<file path="config.mk">
export PLATFORM = sky130hd
export DESIGN_NAME = gate_arbiter_flat
export DESIGN_NICKNAME = d
export VERILOG_FILES = /design/src/rtl/parking_pkg.sv /design/src/rtl/gate_arbiter_if.sv /design/src/rtl/gate_barrier_timer.sv /design/src/rtl/gate_arbiter.sv /design/src/flat_wrapper.sv
export SDC_FILE = /design/constraint.sdc
export NUM_CORES = 1
export LEC_CHECK = 0
export CAP_MARGIN = 20
export CORE_MARGIN = 3
export CORE_UTILIZATION = 54
export CTS_CLUSTER_SIZE = 16
export DETAILED_ROUTE_END_ITERATION = 8
export GPL_TIMING_DRIVEN = 1
export PLACE_DENSITY = 0.79
export SYNTH_ARGS = -nofsm -noshare
export SYNTH_HDL_FRONTEND = slang
export SYNTH_SLANG_ARGS = --single-unit
</file>
<file path="constraint.sdc">
create_clock -name clk -period 3.1 [get_ports clk]
set_input_delay 0.93 -clock clk [delete_from_list [all_inputs] [get_ports clk]]
set_output_delay 0.93 -clock clk [all_outputs]
set_load 0.1 [all_outputs]
</file>
<file path="src/rtl/parking_pkg.sv">
// parking_pkg: shared arbiter FSM states, gate timing defaults and lot capacity constants
package parking_pkg;
  typedef enum logic [1:0] {IDLE, DECIDE, SETTLE} arb_state_t;
  localparam int OPEN_TIME = 8;
  localparam int CLOSE_TIME = 24;
  localparam int OPEN_CYCLES = 16;
  localparam int UNI_CAPACITY = 64;
  localparam int GENERAL_CAPACITY = 192;
endpackage

</file>
<file path="src/rtl/gate_arbiter_if.sv">
// gate_arbiter_if: gate requests, hour and vacancy flags in; done/deny/open per gate and counter event pulses out
interface gate_arbiter_if #(parameter int N_GATES = 4);
  logic [4:0] hour;
  logic [N_GATES-1:0] req_valid, req_is_exit, req_is_uni;
  logic uni_is_vacated_space, is_vacated_space;
  logic [N_GATES-1:0] req_done, gate_deny, gate_open;
  logic car_entered, is_uni_car_entered, car_exited, is_uni_car_exited;
  modport master (
    output hour, req_valid, req_is_exit, req_is_uni, uni_is_vacated_space, is_vacated_space,
    input req_done, gate_deny, gate_open, car_entered, is_uni_car_entered, car_exited, is_uni_car_exited
  );
  modport slave (
    input hour, req_valid, req_is_exit, req_is_uni, uni_is_vacated_space, is_vacated_space,
    output req_done, gate_deny, gate_open, car_entered, is_uni_car_entered, car_exited, is_uni_car_exited
  );
endinterface

</file>
<file path="src/rtl/gate_barrier_timer.sv">
// gate_barrier_timer: clk, async active-low reset, load reloads an 8-bit down-counter, open is high while it is nonzero
module gate_barrier_timer #(
  parameter int OPEN_CYCLES = parking_pkg::OPEN_CYCLES
) (
  input  logic clk,
  input  logic reset,
  input  logic load,
  output logic open
);
  logic [7:0] cnt;
  always_ff @(posedge clk or negedge reset)
    if (!reset) cnt <= '0;
    else cnt <= load ? 8'(OPEN_CYCLES) : cnt - {7'd0, cnt != 8'd0};
  assign open = cnt != 8'd0;
endmodule

</file>
<file path="src/rtl/gate_arbiter.sv">
// gate_arbiter: clk, async active-low reset, bus (slave) -- round-robin gate arbitration onto the occupancy counter with barrier timers
module gate_arbiter
  import parking_pkg::*;
#(
  parameter int N_GATES = 4,
  parameter int OPEN_CYCLES = parking_pkg::OPEN_CYCLES,
  parameter int OPEN_TIME = parking_pkg::OPEN_TIME,
  parameter int CLOSE_TIME = parking_pkg::CLOSE_TIME
) (
  input logic clk,
  input logic reset,
  gate_arbiter_if.slave bus
);
  localparam int PW = $clog2(N_GATES);
  localparam logic [5:0] OT = 6'(OPEN_TIME);
  localparam logic [5:0] CT = 6'(CLOSE_TIME);
  arb_state_t state, state_nx;
  logic [PW-1:0] ptr, win, pick;
  logic found, live, w_exit, w_uni, in_hours, accept, resolve;
  logic [N_GATES-1:0] avail, open, load, win_oh, done_nx, deny_nx;
  logic ce_nx, ue_nx, cx_nx, ux_nx;
  function automatic logic [PW:0] rr_pick(input logic [N_GATES-1:0] v, input logic [PW-1:0] p);
    int idx;
    rr_pick = '0;
    for (int k = N_GATES - 1; k >= 0; k--) begin
      idx = (int'(p) + k) % N_GATES;
      if (v[idx]) rr_pick = {1'b1, PW'(idx)};
    end
  endfunction
  assign avail = bus.req_valid & ~open;
  assign {found, pick} = rr_pick(avail, ptr);
  assign live = bus.req_valid[win];
  assign w_exit = bus.req_is_exit[win];
  assign w_uni = bus.req_is_uni[win];
  assign in_hours = {1'b0, bus.hour} >= OT && {1'b0, bus.hour} < CT;
  assign accept = w_exit | (in_hours & (w_uni ? bus.uni_is_vacated_space : bus.is_vacated_space));
  assign resolve = state == DECIDE && live;
  assign win_oh = N_GATES'(1) << win;
  assign bus.gate_open = open;
  always_comb
    state_nx = state == IDLE ? (found ? DECIDE : IDLE) : state == DECIDE ? (live ? SETTLE : IDLE) : IDLE;
  always_comb begin
    done_nx = resolve ? win_oh : '0;
    deny_nx = resolve && !accept ? win_oh : '0;
    load = resolve && accept ? win_oh : '0;
    ce_nx = resolve & accept & ~w_exit;
    ue_nx = ce_nx & w_uni;
    cx_nx = resolve & accept & w_exit;
    ux_nx = cx_nx & w_uni;
  end
  always_ff @(posedge clk or negedge reset)
    if (!reset) begin
      state <= IDLE;
      ptr <= '0;
      win <= '0;
      bus.req_done <= '0;
      bus.gate_deny <= '0;
      bus.car_entered <= 1'b0;
      bus.is_uni_car_entered <= 1'b0;
      bus.car_exited <= 1'b0;
      bus.is_uni_car_exited <= 1'b0;
    end else begin
      state <= state_nx;
      if (state == IDLE) win <= pick;
      if (resolve) ptr <= win == PW'(N_GATES - 1) ? '0 : win + PW'(1);
      bus.req_done <= done_nx;
      bus.gate_deny <= deny_nx;
      bus.car_entered <= ce_nx;
      bus.is_uni_car_entered <= ue_nx;
      bus.car_exited <= cx_nx;
      bus.is_uni_car_exited <= ux_nx;
    end
  for (genvar g = 0; g < N_GATES; g++) begin : g_timer
    gate_barrier_timer #(.OPEN_CYCLES(OPEN_CYCLES)) u_timer (
      .clk(clk),
      .reset(reset),
      .load(load[g]),
      .open(open[g])
    );
  end
endmodule

</file>
<file path="src/flat_wrapper.sv">
// flat-port wrapper written by rule: the top's interface ports become plain ports
module gate_arbiter_flat import parking_pkg::*;
#(
  parameter int N_GATES = 4,
  parameter int OPEN_CYCLES = parking_pkg::OPEN_CYCLES,
  parameter int OPEN_TIME = parking_pkg::OPEN_TIME,
  parameter int CLOSE_TIME = parking_pkg::CLOSE_TIME
)
  (clk, reset, bus_hour, bus_req_valid, bus_req_is_exit, bus_req_is_uni, bus_uni_is_vacated_space, bus_is_vacated_space, bus_req_done, bus_gate_deny, bus_gate_open, bus_car_entered, bus_is_uni_car_entered, bus_car_exited, bus_is_uni_car_exited);
  gate_arbiter_if #(.N_GATES(N_GATES)) bus_i ();
  input logic clk;
  input logic reset;
  input wire logic [$bits(bus_i.hour)-1:0] bus_hour;
  input wire logic [$bits(bus_i.req_valid)-1:0] bus_req_valid;
  input wire logic [$bits(bus_i.req_is_exit)-1:0] bus_req_is_exit;
  input wire logic [$bits(bus_i.req_is_uni)-1:0] bus_req_is_uni;
  input wire logic [$bits(bus_i.uni_is_vacated_space)-1:0] bus_uni_is_vacated_space;
  input wire logic [$bits(bus_i.is_vacated_space)-1:0] bus_is_vacated_space;
  output wire logic [$bits(bus_i.req_done)-1:0] bus_req_done;
  output wire logic [$bits(bus_i.gate_deny)-1:0] bus_gate_deny;
  output wire logic [$bits(bus_i.gate_open)-1:0] bus_gate_open;
  output wire logic [$bits(bus_i.car_entered)-1:0] bus_car_entered;
  output wire logic [$bits(bus_i.is_uni_car_entered)-1:0] bus_is_uni_car_entered;
  output wire logic [$bits(bus_i.car_exited)-1:0] bus_car_exited;
  output wire logic [$bits(bus_i.is_uni_car_exited)-1:0] bus_is_uni_car_exited;
  assign bus_i.hour = bus_hour;
  assign bus_i.req_valid = bus_req_valid;
  assign bus_i.req_is_exit = bus_req_is_exit;
  assign bus_i.req_is_uni = bus_req_is_uni;
  assign bus_i.uni_is_vacated_space = bus_uni_is_vacated_space;
  assign bus_i.is_vacated_space = bus_is_vacated_space;
  assign bus_req_done = bus_i.req_done;
  assign bus_gate_deny = bus_i.gate_deny;
  assign bus_gate_open = bus_i.gate_open;
  assign bus_car_entered = bus_i.car_entered;
  assign bus_is_uni_car_entered = bus_i.is_uni_car_entered;
  assign bus_car_exited = bus_i.car_exited;
  assign bus_is_uni_car_exited = bus_i.is_uni_car_exited;
  gate_arbiter #(.N_GATES(N_GATES), .OPEN_CYCLES(OPEN_CYCLES), .OPEN_TIME(OPEN_TIME), .CLOSE_TIME(CLOSE_TIME)) u_core (.clk(clk), .reset(reset), .bus(bus_i));
endmodule
</file>
Figure 1. Metal 1 (run 1).
The bar under the picture is 20 um long. Supply wires on this layer in grey.
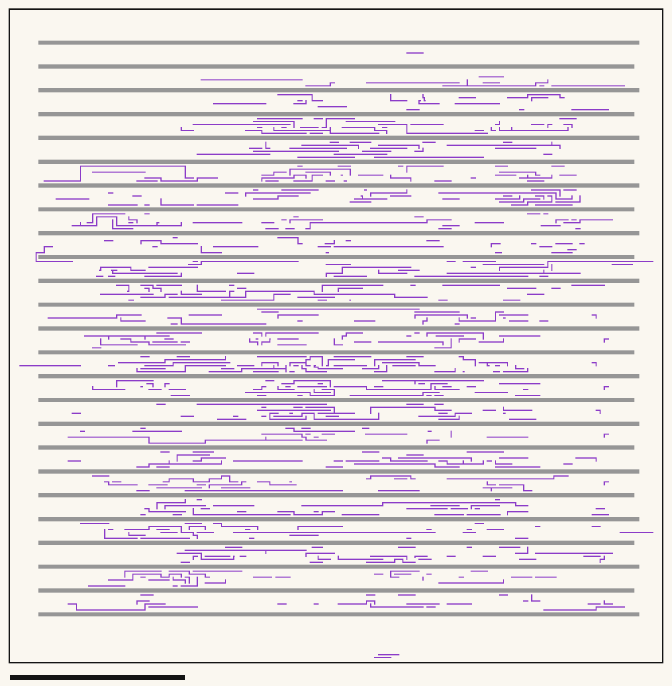
longest straight run = 23.0 um
wire length on this layer = 2010 um
share of all routed wire = 46%
Via Count: 1744
fraction of met1 tracks used by global routing: 21.71%
Routed Wire Length: 4379 um

Figure 2. M2 wires (run 1).
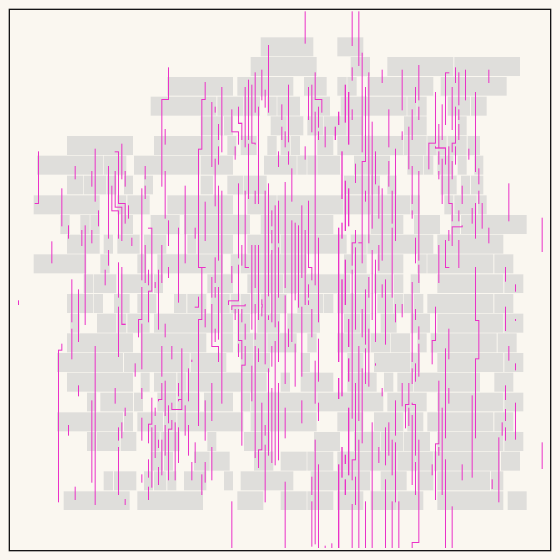
longest straight run = 29.2 um
share of all routed wire = 49%
nets with wire on the layer = 247
main direction = vertical
global-route met2 utilization: 30.83%

Figure 3. Met3 routing (run 1).
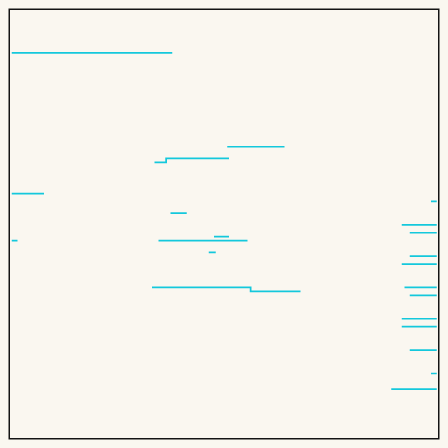
longest straight run = 27.6 um
wire length on this layer = 158 um
share of all routed wire = 3.6%
nets with wire on the layer = 19
fraction of met3 tracks used by global routing: 5.270%

==> flow_metrics.rpt, run 1 <==
==== FLOW RESULTS ====
----------------------------------------------------
[Pwr]
  Worst VDD drop ........................ around 0.00033 V
  P_seq ........................ 0.651 mW

[Global routing]
  Global-route wire length before repair ........................ 7452 um
  Vias in the first global route ........................ 1675

[Yosys]
  Number of enable flip-flop cells ........................ 0
  Number of nets at floorplan ........................ 270
  Number of cell instances after yosys synthesis ........................ 241
  Async set or reset register ratio after synthesis ........................ 100.0%
  Post-synthesis cell type with the largest instance count ........................ dfrtp_1
  Cell Area, Synth ........................ 2530 um2
  Yosys-reported design area after synthesis ........................ 2530 um2
  Parity-gate share of the synthesized area counting xor and xnor cells ........................ 6.578%

[Layout]
  Final cell area excluding filler cells ........................ approximately 3000 um2
  Combinational share of cell area ........................ 37.40%
  Fin nets ........................ 305
  Fraction of standard cell area that is sequential ........................ 41.74%
  Commonest non-fill, non-tap cell in the layout ........................ dfrtp_1
  Flip-flop count of the largest register after layout ........................ 32
  Utilization after layout ........................ 67.46%

[Placement]
  Pre-CTS WS ........................ ~120 ps
  Routability cong. ........................ 0.8561

[Timing]
  Fin. Hold Viols ........................ 0
  Worst rel slew slack ........................ 55.21%

[Setup path]
  Capturing point of the worst reg2reg path ........................ u_core.g_timer[2].u_timer.cnt[4]
  Required time of the worst setup path ........................ 2170 ps
  Cell-by-cell listing of the critical path ........................ or4_1 -> nor4_4 -> nand2b_1 -> buf_12
  Crit path kind ........................ flip-flop to output pin
  Buf+Inv Stages, Crit Path ........................ 1
  Cell depth of the worst setup path ........................ 4

[Clock network]
  Maximum buffer depth of the clock tree ........................ 2
  Post-CTS Repair Setup Buffers ........................ 0

[Floorplanning]
  Floorplan core area ........................ 4444 um2
  Height of the die ........................ 74.45 um
  Total number of tap cells ........................ 52
  Top-level port count ........................ 37
  Row count ........................ 24

[Job]
  Total tool warning count ........................ 32

[Worst hold path]
  Launch point of the worst hold path ........................ u_core.g_timer[3].u_timer.cnt[0]

[Status]
  Status ........................ finished clean

[Routing]
  Met1 Wirelength ........................ approximately 2000 um
  DR WL/cell ........................ 13.31 um
  Uppermost signal routing layer after detailed routing ........................ met4

----------------------------------------------------
==> run 1 -> run 2 <==
Settings changed: CELL_PAD_IN_SITES_DETAIL_PLACEMENT set to 1, CELL_PAD_IN_SITES_GLOBAL_PLACEMENT set to 1, CORE_UTILIZATION 54 to 42, PLACE_DENSITY 0.79 to not set, PLACE_DENSITY_LB_ADDON set to 0.1, SYNTH_HIERARCHICAL set to 1.
Figure 4. M2 wires (run 2).
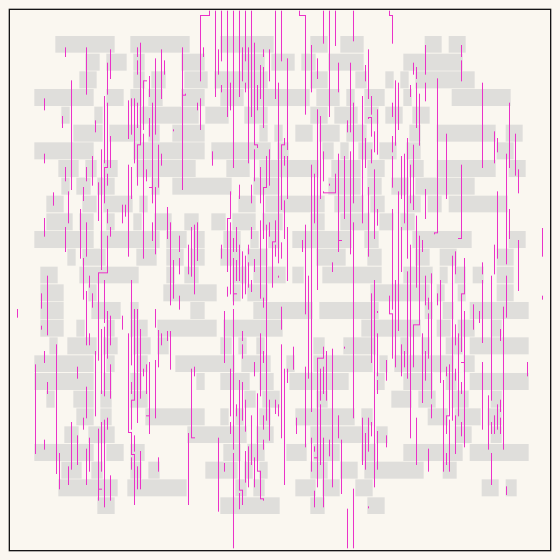
nets with wire on the layer = 279
wire length on this layer = 2730 um
main direction = vertical
share of all routed wire = 51%
Routed Wire Length: 5376 um
Via Count: 1855
global-route met2 utilization: 30.29%

Figure 5. Met3 routing (run 2).
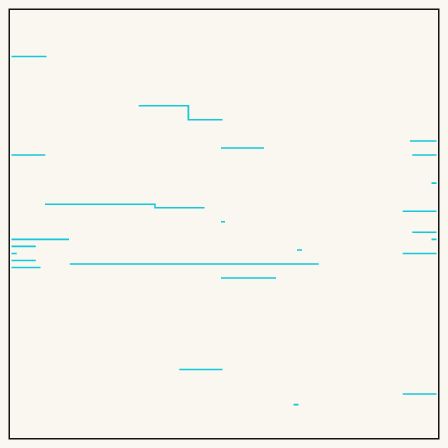
main direction = horizontal
wire length on this layer = 198 um
share of all routed wire = 3.7%
nets with wire on the layer = 18
fraction of met3 tracks used by global routing: 4.104%

==> flow_metrics.rpt, run 2 <==
==== FLOW RESULTS ====
----------------------------------------------------
[Status]
  Status ........................ finished clean (unchanged)

[Yosys]
  Number of nets at floorplan ........................ 265 (was 270)
  Most frequent cells after synthesis ........................ dfrtp_1, nor2_1, a21oi_1 (was dfrtp_1, nor2_1, inv_1)
  Number of enable flip-flop cells ........................ 0 (unchanged)
  Yosys-reported design area after synthesis ........................ 2476 um2 (was 2530 um2)
  Number of cell instances after yosys synthesis ........................ 232 (was 241)
  Parity-gate share of the synthesized area counting xor and xnor cells ........................ 3.183% (was 6.578%)
  Cell Area, Synth ........................ 2476 um2 (was 2530 um2)

[Setup path]
  Buf+Inv Stages, Crit Path ........................ 1 (unchanged)
  Cell depth of the worst setup path ........................ 3 (was 4)
  Crit path kind ........................ flip-flop to output pin (unchanged)
  Required time of the worst setup path ........................ 2170 ps (about the same)
  Cell-by-cell listing of the critical path ........................ nor4_1 -> nand2_1 -> buf_4 (was or4_1 -> nor4_4 -> nand2b_1 -> buf_12)
  Capturing point of the worst reg2reg path ........................ u_core/g_timer[0].u_timer/cnt[6] (was u_core.g_timer[2].u_timer.cnt[4])

[Layout]
  Combinational cell area excluding buffers and inverters ........................ 1142 um2 (was 1121 um2)
  Signal buf overhead ........................ 11.98% (was 12.69%)
  Fraction of standard cell area that is sequential ........................ 41.58% (was 41.74%)
  Fin nets ........................ 310 (was 305)
  Number of clock buffer instances in the layout ........................ 5 (unchanged)
  Commonest non-fill, non-tap cell in the layout ........................ dfrtp_1 (unchanged)
  Seq Cell Count ........................ 50 (unchanged)
  Final cell area excluding filler cells ........................ 3009 um2 (was 2998 um2)
  Combinational share of cell area ........................ 37.96% (was 37.40%)
  Flip-flop count of the largest register after layout ........................ 32 (unchanged)
  Clock Network Area Fraction ........................ 3.617% (was 3.631%)

[Floorplanning]
  Total number of tap cells ........................ 72 (was 52)
  Row count ........................ 27 (was 24)
  Top-level port count ........................ 37 (unchanged)
  Height of the die ........................ 82.78 um (was 74.45 um)

[Job]
  Total tool warning count ........................ 32 (unchanged)

[Clock network]
  Maximum buffer depth of the clock tree ........................ 2 (unchanged)
  Max H-tree Level ........................ 2 (unchanged)
  Post-CTS Repair Setup Buffers ........................ 0 (unchanged)
  Cells resized by post-CTS repair ........................ 0 (unchanged)

[Routing]
  Uppermost signal routing layer after detailed routing ........................ met4 (unchanged)
  Met1 Wirelength ........................ 2343 um (was 2006 um)

[Pwr]
  Leading power group ........................ registers (unchanged)
  Worst VDD drop ........................ 0.0005435 V (was 0.0003332 V)
  P_seq ........................ 0.884 mW (was 0.651 mW)

[Timing]
  Worst rel slew slack ........................ 57.19% (was 55.21%)

[Worst hold path]
  Launch point of the worst hold path ........................ u_core/state[0] (was u_core.g_timer[3].u_timer.cnt[0])

[Placement]
  Hpwl dp ........................ 4095 um (was 3187 um)
  Pre-CTS WS ........................ 9.680 ps (was 115.7 ps)
  Routability cong. ........................ 0.8021 (was 0.8561)

[Global routing]
  Vias in the first global route ........................ 1939 (was 1675)
  Global-route wire length before repair ........................ 9142 um (was 7452 um)

----------------------------------------------------
Figure 6. Track usage over the die (run 2).
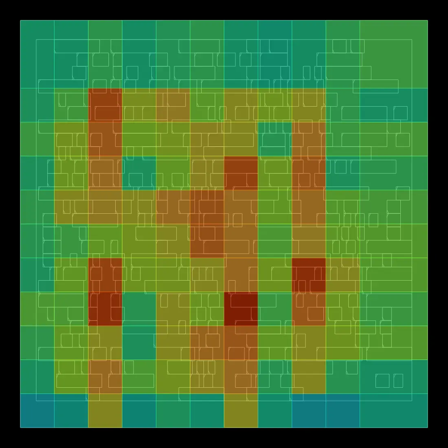
Most Crowded Layer GR: met2
DR WL/cell: 15.36 um
Total GRT Usage: 17.80%
utilization after layout: 53.66%
fraction of met1 tracks used by global routing: 21.84%

==> run 2 -> run 3 <==
Settings changed: MAX_ROUTING_LAYER set to met4, REMOVE_ABC_BUFFERS set to 1.
==> flow_metrics.rpt, run 3 <==
==== FLOW RESULTS ====
----------------------------------------------------
[Layout]
  Flip-flop count of the largest register after layout ........................ 32 (unchanged)
  Seq Cell Count ........................ 50 (unchanged)
  Combinational cell area excluding buffers and inverters ........................ 1142 um2 (unchanged)
  Number of clock buffer instances in the layout ........................ 5 (unchanged)
  Fin nets ........................ 308 (was 310)

[Yosys]
  Number of enable flip-flop cells ........................ 0 (unchanged)
  Parity-gate share of the synthesized area counting xor and xnor cells ........................ 3.183% (unchanged)
  Cell Area, Synth ........................ 2476 um2 (unchanged)
  Yosys-reported design area after synthesis ........................ 2476 um2 (unchanged)
  Post-synthesis cell type with the largest instance count ........................ dfrtp_1 (unchanged)
  Most frequent cells after synthesis ........................ dfrtp_1, nor2_1, a21oi_1 (unchanged)
  Number of cell instances after yosys synthesis ........................ 232 (unchanged)

[Placement]
  Pre-CTS WS ........................ -1.253 ps (was 9.680 ps)
  Hpwl dp ........................ 3976 um (was 4095 um)
  Routability cong. ........................ 0.7136 (was 0.8021)

[Setup path]
  Buf+Inv Stages, Crit Path ........................ 1 (unchanged)
  Capturing point of the worst reg2reg path ........................ u_core/g_timer[0].u_timer/cnt[6] (unchanged)
  Cell depth of the worst setup path ........................ 3 (unchanged)
  Cell-by-cell listing of the critical path ........................ nor4_1 -> nand2_1 -> buf_4 (unchanged)

[Floorplanning]
  Top-level port count ........................ 37 (unchanged)
  Height of the die ........................ 82.78 um (unchanged)

[Global routing]
  Vias in the first global route ........................ 1899 (was 1939)
  Total GRT Usage ........................ 17.78% (was 17.80%)

[Clock network]
  Maximum buffer depth of the clock tree ........................ 2 (unchanged)
  Cells resized by post-CTS repair ........................ 0 (unchanged)

[Status]
  Status ........................ finished clean (unchanged)

[Routing]
  DR WL/cell ........................ 14.84 um (was 15.36 um)
  Met1 Wirelength ........................ 2384 um (was 2343 um)

[Timing]
  Worst rel slew slack ........................ 59.11% (was 57.19%)

----------------------------------------------------
Figure 7. Metal 1 (run 3).
The bar under the picture is 20 um long. Supply wires on this layer in grey.
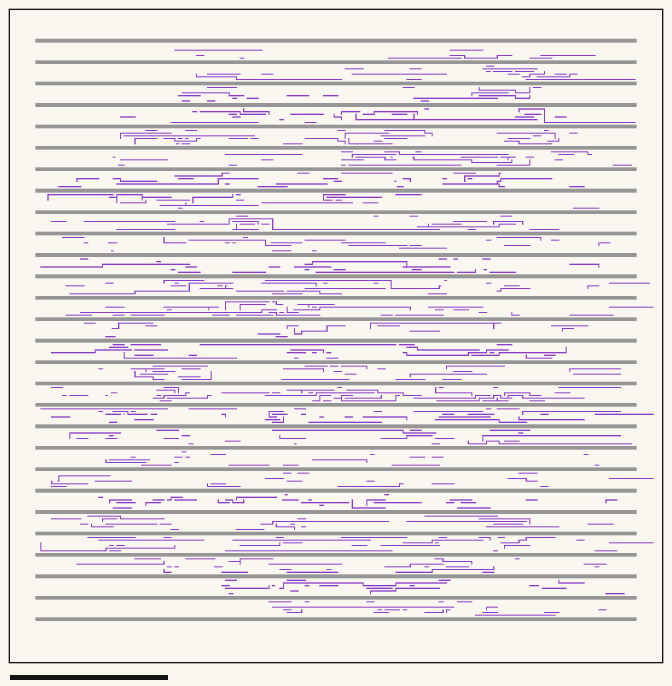
wire length on this layer = 2380 um
longest straight run = 24.8 um
share of all routed wire = 46%
nets with wire on the layer = 268
Routed Wire Length: 5166 um
fraction of met1 tracks used by global routing: 22.33%
Via Count: 1833

Figure 8. Met3 routing (run 3).
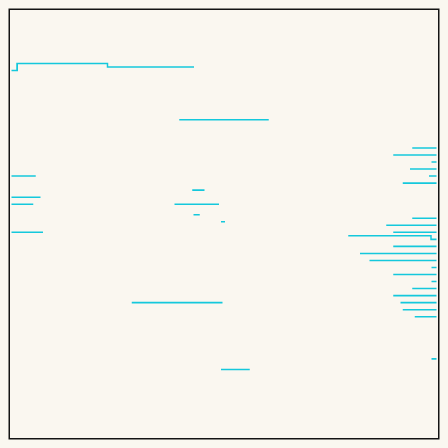
nets with wire on the layer = 30
main direction = horizontal
fraction of met3 tracks used by global routing: 3.780%

Figure 9. Placed cells, one colour a class (run 3).
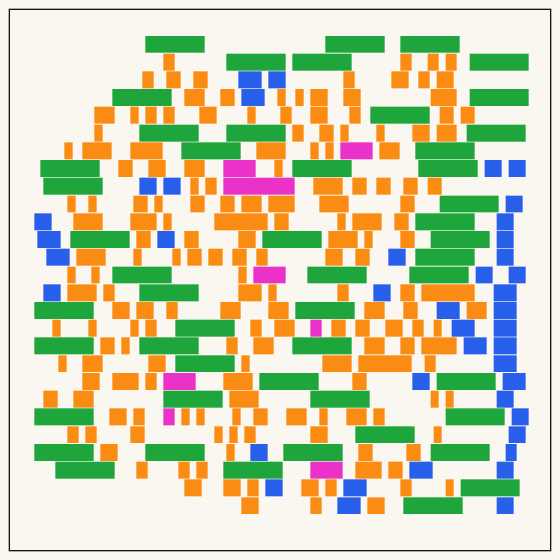
remaining buffers and delay cells -> blue  # cells 41, share of their area 12%
clock drivers and dummy loads -> magenta  # cells 8, share of their area 3.7%
sequential cells -> green  # cells 50, share of their area 43%
remaining logic cells -> orange  # cells 177, share of their area 41%
fraction of standard cell area that is sequential: 41.79%
utilization after layout: 53.39%
final cell area excluding filler cells: 2994 um2
row count: 27
floorplan core area: 5608 um2

No activity file was given, so power comes from the tool's default toggle rates.
